Figure 1. Clock wires, drivers and flops (run 1).
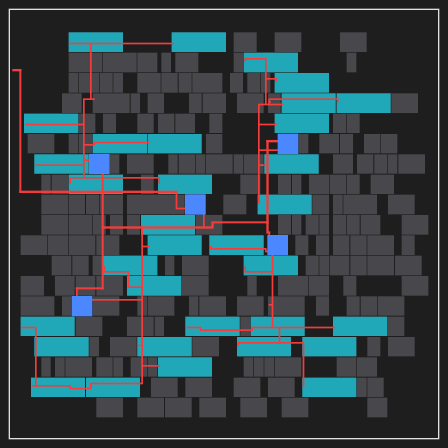
Figure 2. Placement view (run 1).
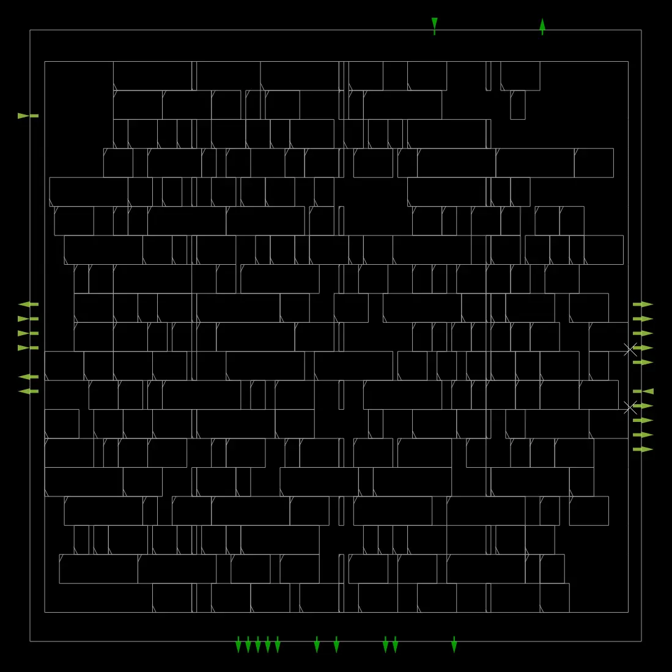
Figure 3. Drive-strength map (run 1).
The bar under the picture is 20 um long.
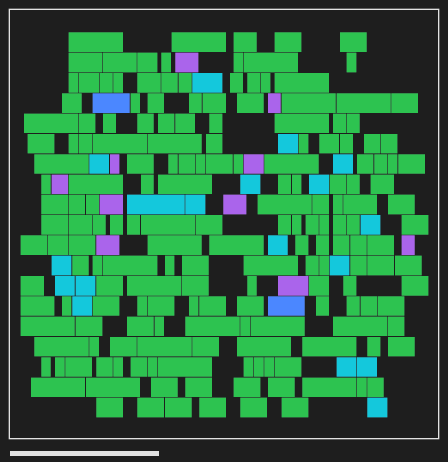
## config.mk

```make
export PLATFORM = sky130hd
export DESIGN_NAME = dct_pipe_ctrl
export DESIGN_NICKNAME = d
export VERILOG_FILES = /design/src/rtl/dct_pkg.sv /design/src/rtl/dct_occ_shift.sv /design/src/rtl/dct_pipe_ctrl.sv
export SDC_FILE = /design/constraint.sdc
export NUM_CORES = 1
export LEC_CHECK = 0
export CAP_MARGIN = 20
export CORE_UTILIZATION = 51
export DETAILED_ROUTE_END_ITERATION = 10
export GPL_ROUTABILITY_DRIVEN = 0
export PLACE_DENSITY = 0.75
export SYNTH_ARGS = -nofsm -noshare
export SYNTH_HDL_FRONTEND = slang
export SYNTH_HIERARCHICAL = 1
export SYNTH_SLANG_ARGS = --single-unit
```

## constraint.sdc

```tcl
create_clock -name clk -period 2.6 [get_ports clk]
set_clock_uncertainty 0.1 [all_clocks]
set_input_delay 0.52 -clock clk [delete_from_list [all_inputs] [get_ports clk]]
set_output_delay 0.52 -clock clk [all_outputs]
set_load 0.02 [all_outputs]
```

## src/rtl/dct_pkg.sv

```systemverilog
// Shared constants and FSM state type for the DCT pipe sequencer.
package dct_pkg;

    localparam int BLK_SIZE = 64;
    localparam int IDX_W    = 6;

    typedef enum logic [1:0] {IDLE, RUN, DRAIN} state_t;

endpackage

```

## src/rtl/dct_occ_shift.sv

```systemverilog
// ce-gated occupancy shift register; bit 0 is the entry stage.
module dct_occ_shift #(
    parameter int DEPTH = 8
) (
    input  logic             clk,
    input  logic             rst,
    input  logic             ce,
    input  logic             din,
    output logic [DEPTH-1:0] q
);

    always_ff @(posedge clk) begin
        if (rst)
            q <= '0;
        else if (ce)
            q <= {q[DEPTH-2:0], din};
    end

endmodule

```

## src/rtl/dct_pipe_ctrl.sv

```systemverilog
// Sequencer for the ce-gated DCT delay chain: occupancy tracking,
// valid/ready backpressure, 8x8 block framing and flush.
module dct_pipe_ctrl
    import dct_pkg::*;
#(
    parameter int PIPE_DEPTH = 8,
    parameter int BLK_SIZE   = dct_pkg::BLK_SIZE,
    parameter int IDX_W      = dct_pkg::IDX_W
) (
    input  logic                  clk,
    input  logic                  rst,
    input  logic                  in_valid,
    input  logic                  in_sob,
    output logic                  in_ready,
    input  logic                  flush,
    output logic                  ce,
    output logic [PIPE_DEPTH-1:0] stage_valid,
    output logic                  out_valid,
    input  logic                  out_ready,
    output logic [IDX_W-1:0]      out_idx,
    output logic                  out_sob,
    output logic                  out_eob,
    output logic                  blk_done,
    output logic                  err_sync,
    output logic                  flush_done,
    output logic                  busy
);

    localparam logic [IDX_W-1:0] LAST = IDX_W'(BLK_SIZE - 1);

    function automatic logic [IDX_W-1:0] inc(input logic [IDX_W-1:0] x);
        return (x == LAST) ? '0 : x + 1'b1;
    endfunction

    state_t                  state, state_nxt;
    logic [PIPE_DEPTH-1:0]   sob_pipe;
    logic [IDX_W-1:0]        in_cnt, out_cnt;
    logic                    accept, hs, pipe_empty, drain_done;

    // Fully stalling: every stage moves only when the tail can leave.
    assign ce         = !rst & (!out_valid | out_ready);
    assign in_ready   = ce & (state != DRAIN) & !flush;
    assign accept     = in_valid & in_ready;
    assign out_valid  = stage_valid[PIPE_DEPTH-1];
    assign hs         = out_valid & out_ready;
    assign pipe_empty = (stage_valid == '0);
    assign drain_done = (state == DRAIN) & pipe_empty;
    assign busy       = (state != IDLE);

    assign out_sob = out_valid & sob_pipe[PIPE_DEPTH-1];
    assign out_idx = out_sob ? '0 : out_cnt;
    assign out_eob = out_valid & (out_idx == LAST);

    dct_occ_shift #(.DEPTH(PIPE_DEPTH)) u_vld (
        .clk (clk),
        .rst (rst),
        .ce  (ce),
        .din (accept),
        .q   (stage_valid)
    );

    dct_occ_shift #(.DEPTH(PIPE_DEPTH)) u_sob (
        .clk (clk),
        .rst (rst),
        .ce  (ce),
        .din (in_sob & accept),
        .q   (sob_pipe)
    );

    always_ff @(posedge clk) begin
        if (rst) begin
            state      <= IDLE;
            in_cnt     <= '0;
            out_cnt    <= '0;
            err_sync   <= 1'b0;
            blk_done   <= 1'b0;
            flush_done <= 1'b0;
        end else begin
            state      <= state_nxt;
            err_sync   <= 1'b0;
            blk_done   <= hs & out_eob;
            flush_done <= drain_done;
            if (drain_done) begin
                in_cnt  <= '0;
                out_cnt <= '0;
            end else begin
                // A misplaced sob restarts the block; a missing one only flags.
                if (accept) begin
                    if (in_sob) begin
                        err_sync <= (in_cnt != '0);
                        in_cnt   <= inc('0);
                    end else begin
                        err_sync <= (in_cnt == '0);
                        in_cnt   <= inc(in_cnt);
                    end
                end
                if (hs)
                    out_cnt <= inc(out_idx);
            end
        end
    end

    always_comb begin
        state_nxt = state;
        case (state)
            IDLE:    if (accept) state_nxt = RUN;
                     else if (flush) state_nxt = DRAIN;
            RUN:     if (flush) state_nxt = DRAIN;
                     else if (pipe_empty && !accept) state_nxt = IDLE;
            DRAIN:   if (pipe_empty) state_nxt = IDLE;
            default: state_nxt = IDLE;
        endcase
    end

endmodule

```

==> impl_metrics.xml, run 1 <==
<?xml version="1.0" encoding="UTF-8"?>
<metrics>
  <group name="logic_synthesis">
    <metric name="synthSimpleGateAreaFrac" unit="">0.265</metric>
    <metric name="synth_flop_count" unit="">33</metric>
    <metric name="synth_largest_type_area_fraction" unit="">0.423</metric>
    <metric name="synth_stat.cells" unit="">174</metric>
    <metric name="syn_avg_cell_area" unit="um2">8.98</metric>
    <metric name="yosys-dominant-comb-family" unit="">simple AND/OR/NAND/NOR gates</metric>
    <metric name="synth.cells.most_frequent" unit="">dfxtp_1, nor2_1, mux2i_1</metric>
    <metric name="post_synthesis_async_set_or_reset_flop_share" unit="">0</metric>
    <metric name="post_synth_tally_of_flip_flops_with_integrated_enable" unit="">0</metric>
    <metric name="top_area_cell" unit="">dfxtp_1</metric>
    <metric name="synthesis.nets" unit="">183</metric>
    <metric name="synth.mux.area_fraction" unit="">0.110</metric>
    <metric name="synthFlopType" unit="">dfxtp_1</metric>
    <metric name="syn_inst" unit="">174</metric>
    <metric name="adder_share" unit="">0.0240</metric>
  </group>
  <group name="worst_hold_path">
    <metric name="hold_path_depth" unit="">1</metric>
    <metric name="hold_path.startpoint" unit="">state[1]</metric>
    <metric name="endpoint_of_the_worst_hold_path" unit="">state[0]</metric>
  </group>
  <group name="critical_path">
    <metric name="critPathMaxStageDelay" unit="ns">0.48</metric>
    <metric name="crit_path_end" unit="">in_ready</metric>
    <metric name="required" unit="ns">1.98</metric>
    <metric name="critPathKind" unit="">in -&gt; out</metric>
    <metric name="cp_slowest_cell" unit="">clkdlybuf4s50_1</metric>
    <metric name="path_delay_family" unit="">buffers and inverters</metric>
    <metric name="endpoint_kind" unit="">output port</metric>
    <metric name="worst-path-max-fanout" unit="">3</metric>
  </group>
  <group name="timing">
    <metric name="grt_setup_unrepaired" unit="">no</metric>
    <metric name="setup_violations" unit="">0</metric>
    <metric name="finalClockPeriodUsage" unit="">0.939</metric>
    <metric name="maxClockFrequency" unit="MHz">409</metric>
    <metric name="worst_tran_pin_value" unit="ns">0.565</metric>
    <metric name="hold_viol" unit="">0</metric>
    <metric name="period_minus_slack" unit="ns">2.44</metric>
  </group>
  <group name="power_and_ir_drop">
    <metric name="leakagePower" unit="uW">0.000809</metric>
    <metric name="power_per_cell_area" unit="mW/mm2">460</metric>
    <metric name="post-layout-total-power" unit="uW">908</metric>
    <metric name="vdd.ir_drop.worst" unit="uV">411</metric>
  </group>
  <group name="floorplanning">
    <metric name="fp-utilization" unit="">0.552</metric>
    <metric name="die-area" unit="mm2">0.00329</metric>
    <metric name="top_level_ports" unit="">29</metric>
    <metric name="die-height" unit="um">57.4</metric>
  </group>
  <group name="global_routing">
    <metric name="top_usage_layer" unit="">met2</metric>
    <metric name="grt_pass1_vias" unit="">1257</metric>
    <metric name="globalRouteTotalUtil" unit="">0.220</metric>
    <metric name="grt_first_pass_wirelength" unit="um">5520</metric>
    <metric name="grtUsageMet3" unit="">0.0522</metric>
    <metric name="gr-usage-met2" unit="">0.369</metric>
  </group>
  <group name="detailed_routing">
    <metric name="detailroute.via_count" unit="">1354</metric>
    <metric name="wirelength_per_cell" unit="um">13.4</metric>
    <metric name="met3_wirelength" unit="um">151</metric>
    <metric name="maxUsedRoutingLayer" unit="">met4</metric>
    <metric name="detailedRoute.firstPassIterationCount" unit="">8</metric>
    <metric name="route.detailed.drc" unit="">2</metric>
  </group>
  <group name="flow_run">
    <metric name="maxCapViolCount" unit="">0</metric>
  </group>
  <group name="clock_tree">
    <metric name="postCtsResizedCells" unit="">2</metric>
    <metric name="cts_tree" unit="">yes</metric>
    <metric name="post_cts_hold_buffer_count" unit="">0</metric>
    <metric name="clkSlewWorstSetupHoldPaths" unit="ns">0.10</metric>
  </group>
  <group name="cells_and_area">
    <metric name="fin_nets" unit="">220</metric>
    <metric name="area_growth" unit="%">26.2</metric>
    <metric name="layout_top_cells_excl_fill_tap" unit="">dfxtp_1, clkdlybuf4s50_1, nor2_1</metric>
    <metric name="finish.utilization" unit="">0.697</metric>
    <metric name="post_route_cells_drive_above_1_share" unit="">0.142</metric>
    <metric name="fin_cells" unit="">243</metric>
    <metric name="layout_top_cell" unit="">dfxtp_1</metric>
  </group>
  <group name="outcome">
    <metric name="result_of_the_run" unit="">finished with violations</metric>
    <metric name="failed_checks" unit="">design-rule violations</metric>
  </group>
  <group name="placement">
    <metric name="preCtsSetupSlack" unit="ns">-0.108</metric>
    <metric name="placed_cells_incl_taps" unit="">235</metric>
  </group>
</metrics>
## Picture notes: Figure 1
clock wires -> red  # length 352 um
flip-flops -> cyan  # count 33
cells driving clock nets -> blue  # count 5
routed clock nets = 6
flops lie = all over the die

## Picture notes: Figure 2
fraction of area in registers: 0.335
Filler Cell Count: 228

## Picture notes: Figure 3
drive 3 to 4 -> cyan  # cells 18, share 8.5%
drive 2 -> purple  # cells 10, share 4.7%
drive 6 and up -> blue  # cells 2, share 0.94%
drive 1 or less -> green  # cells 182, share 86%

-- run 1: where the power goes --
| group | leakage (uW) | internal, uW | total, uW | switching, uW |
|---|---|---|---|---|
| clock network | 0.0000413 | 157 | 320 | 163 |
| registers | 0.000266 | 509 | 513 | 3.40 |
| logic | 0.000501 | 34.2 | 75.3 | 41.1 |
-- run 1: final cells by class --
class                      instances  area (um2)  share of cell area
inverter                           6        22.5              0.0114
timing repair buffer              39         359               0.182
clock inverter                     1        5.00             0.00254
multi-input combinational        126         821               0.416
sequential                        33         661               0.335
clock buffer                       7        65.1              0.0330
tap                               31        38.8              0.0197
Figure 4. Sequential cells grouped by signal name (run 1).
The bar under the picture is 20 um long. Other sequential cells in the stronger gray, the rest of the logic in the fainter gray.
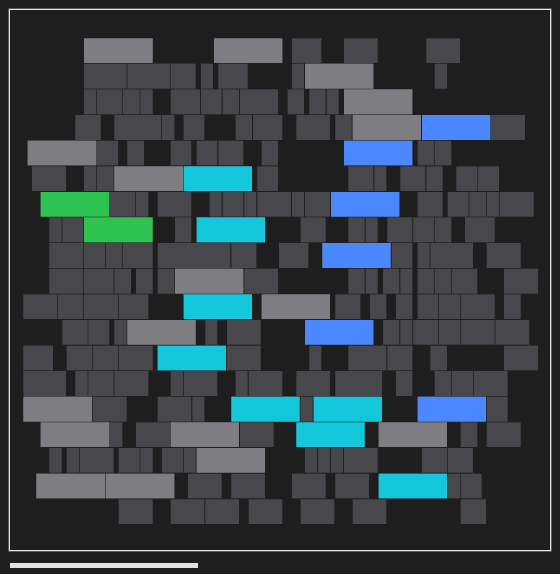

==> run 2: changes to the inputs <==
CORE_UTILIZATION = 40   (was 51)
PLACE_DENSITY = 0.61   (was 0.75)
clock period = 2.5 ns   (was 2.6 ns; I/O delays follow)
Figure 5. Sequential cells grouped by signal name (run 2).
The bar under the picture is 20 um long. Other sequential cells in the stronger gray, the rest of the logic in the fainter gray.
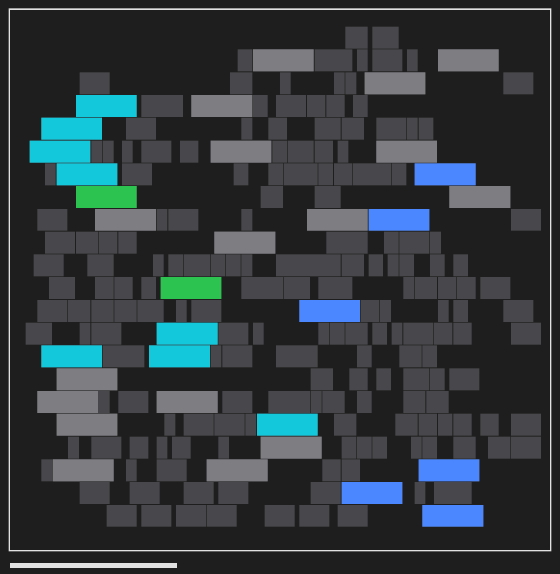
`out_cnt` -> blue  # flops 6
`u_sob/q` -> cyan  # flops 8
`state` -> green  # flops 2
not colored = 17

==> run 2 against run 1 <==
  * The flow now finishes without violations
  * Sequential cell count stayed put
  * Hold slack worse by 0.0030 ns
  * Combinational power is 4.4% higher
  * Register-to-register slack worse by 0.11 ns
  * Die size is 26% higher
  * Count of clock-buffer cells in the layout stayed put
  * Global-route usage is 4.1 points lower
  * Area after synthesis stayed put
  * Largest power group unchanged
==> impl_metrics.xml, run 2 <==
<?xml version="1.0" encoding="UTF-8"?>
<metrics>
  <group name="logic_synthesis">
    <metric name="top_area_cell" unit="">dfxtp_1</metric>
    <metric name="syn_inst" unit="">174</metric>
    <metric name="synth.cells.most_frequent" unit="">dfxtp_1, nor2_1, mux2i_1</metric>
    <metric name="yosys-dominant-comb-family" unit="">simple AND/OR/NAND/NOR gates</metric>
    <metric name="synthFlopType" unit="">dfxtp_1</metric>
    <metric name="synth_stat.cells" unit="">174</metric>
    <metric name="synth_largest_type_area_fraction" unit="">0.423</metric>
    <metric name="synth.mux.area_fraction" unit="">0.110</metric>
    <metric name="synthesis.nets" unit="">183</metric>
    <metric name="post_synth_tally_of_flip_flops_with_integrated_enable" unit="">0</metric>
    <metric name="adder_share" unit="">0.0240</metric>
    <metric name="synthSimpleGateAreaFrac" unit="">0.265</metric>
    <metric name="post_synthesis_async_set_or_reset_flop_share" unit="">0</metric>
  </group>
  <group name="cells_and_area">
    <metric name="sequential_cell_area" unit="um2">661</metric>
    <metric name="area_growth" unit="%">28.8</metric>
    <metric name="post_route_cells_drive_above_1_share" unit="">0.137</metric>
    <metric name="n_fill_cell" unit="">359</metric>
    <metric name="layout_top_cell" unit="">dfxtp_1</metric>
    <metric name="fin_cells" unit="">260</metric>
    <metric name="layout_top_cells_excl_fill_tap" unit="">dfxtp_1, clkdlybuf4s50_1, nor2_1</metric>
    <metric name="finish.utilization" unit="">0.542</metric>
    <metric name="fin_nets" unit="">221</metric>
  </group>
  <group name="flow_run">
    <metric name="maxCapViolCount" unit="">0</metric>
  </group>
  <group name="global_routing">
    <metric name="grtUsageMet3" unit="">0.0563</metric>
    <metric name="gr-usage-met2" unit="">0.282</metric>
    <metric name="grt_pass1_vias" unit="">1275</metric>
    <metric name="globalRouteTotalUtil" unit="">0.179</metric>
  </group>
  <group name="worst_hold_path">
    <metric name="hold_path.startpoint" unit="">u_sob/q[6]</metric>
    <metric name="hold_path_depth" unit="">2</metric>
  </group>
  <group name="power_and_ir_drop">
    <metric name="switching_share" unit="">0.218</metric>
    <metric name="leakagePower" unit="uW">0.000810</metric>
    <metric name="p_int" unit="uW">783</metric>
    <metric name="combinational_fraction_of_design_power" unit="">0.078</metric>
    <metric name="power_sequential" unit="uW">534</metric>
    <metric name="clkPwrFrac" unit="">0.389</metric>
    <metric name="power_attributed_to_the_clock_group" unit="uW">390</metric>
    <metric name="seq_power_share" unit="">0.533</metric>
    <metric name="top_power_group" unit="">registers</metric>
    <metric name="vdd.ir_drop.worst" unit="uV">403</metric>
  </group>
  <group name="timing">
    <metric name="setup_violations" unit="">0</metric>
    <metric name="finalClockPeriodUsage" unit="">0.941</metric>
    <metric name="hold_viol" unit="">0</metric>
    <metric name="grt_setup_unrepaired" unit="">no</metric>
    <metric name="worst_tran_pin_value" unit="ns">0.588</metric>
    <metric name="period_minus_slack" unit="ns">2.35</metric>
  </group>
  <group name="detailed_routing">
    <metric name="maxUsedRoutingLayer" unit="">met4</metric>
    <metric name="wirelength_per_cell" unit="um">12.6</metric>
    <metric name="met3_wirelength" unit="um">142</metric>
    <metric name="route.detailed.drc" unit="">0</metric>
    <metric name="detailroute.via_count" unit="">1358</metric>
  </group>
  <group name="floorplanning">
    <metric name="fp-utilization" unit="">0.421</metric>
    <metric name="die-height" unit="um">64.5</metric>
    <metric name="die-area" unit="mm2">0.00416</metric>
  </group>
  <group name="critical_path">
    <metric name="cp_slowest_cell" unit="">clkdlybuf4s50_1</metric>
    <metric name="crit_path_end" unit="">in_ready</metric>
    <metric name="path_delay_family" unit="">buffers and inverters</metric>
  </group>
  <group name="placement">
    <metric name="preCtsSetupSlack" unit="ns">-0.128</metric>
  </group>
  <group name="outcome">
    <metric name="result_of_the_run" unit="">finished clean</metric>
  </group>
  <group name="clock_tree">
    <metric name="clkSlewWorstSetupHoldPaths" unit="ns">0.06</metric>
    <metric name="post_cts_hold_buffer_count" unit="">0</metric>
    <metric name="cts_tree" unit="">yes</metric>
  </group>
</metrics>
[run 2: netlist changes by cell type in the layout (fill, tap and decap cells not counted)]
cell            delta
clkbuf_8           +4
dlymetal6s2s_1     -1
dlygate4sd2_1      +1
clkbuf_4           -5
clkbuf_1           +1
buf_4              +1
clkinv_2           -1
[run 2: per-stage QoR]
step / TNS, ns / hold WS, ns
3_3_place_gp: -0.175 / 0.372
4_1_cts: 0 / 0.400
6_report: 0 / 0.397
3_5_place_dp: -0.152 / 0.387
2_1_floorplan: 0 / 0.343
5_1_grt: 0 / 0.432
[run 2: layout make-up]
class,count,area share
multi-input combinational,126,0.408
sequential,33,0.328
timing repair buffer,40,0.180
clock buffer,7,0.0429
tap,48,0.0298
inverter,6,0.0112
Power and IR drop assume default switching activity.
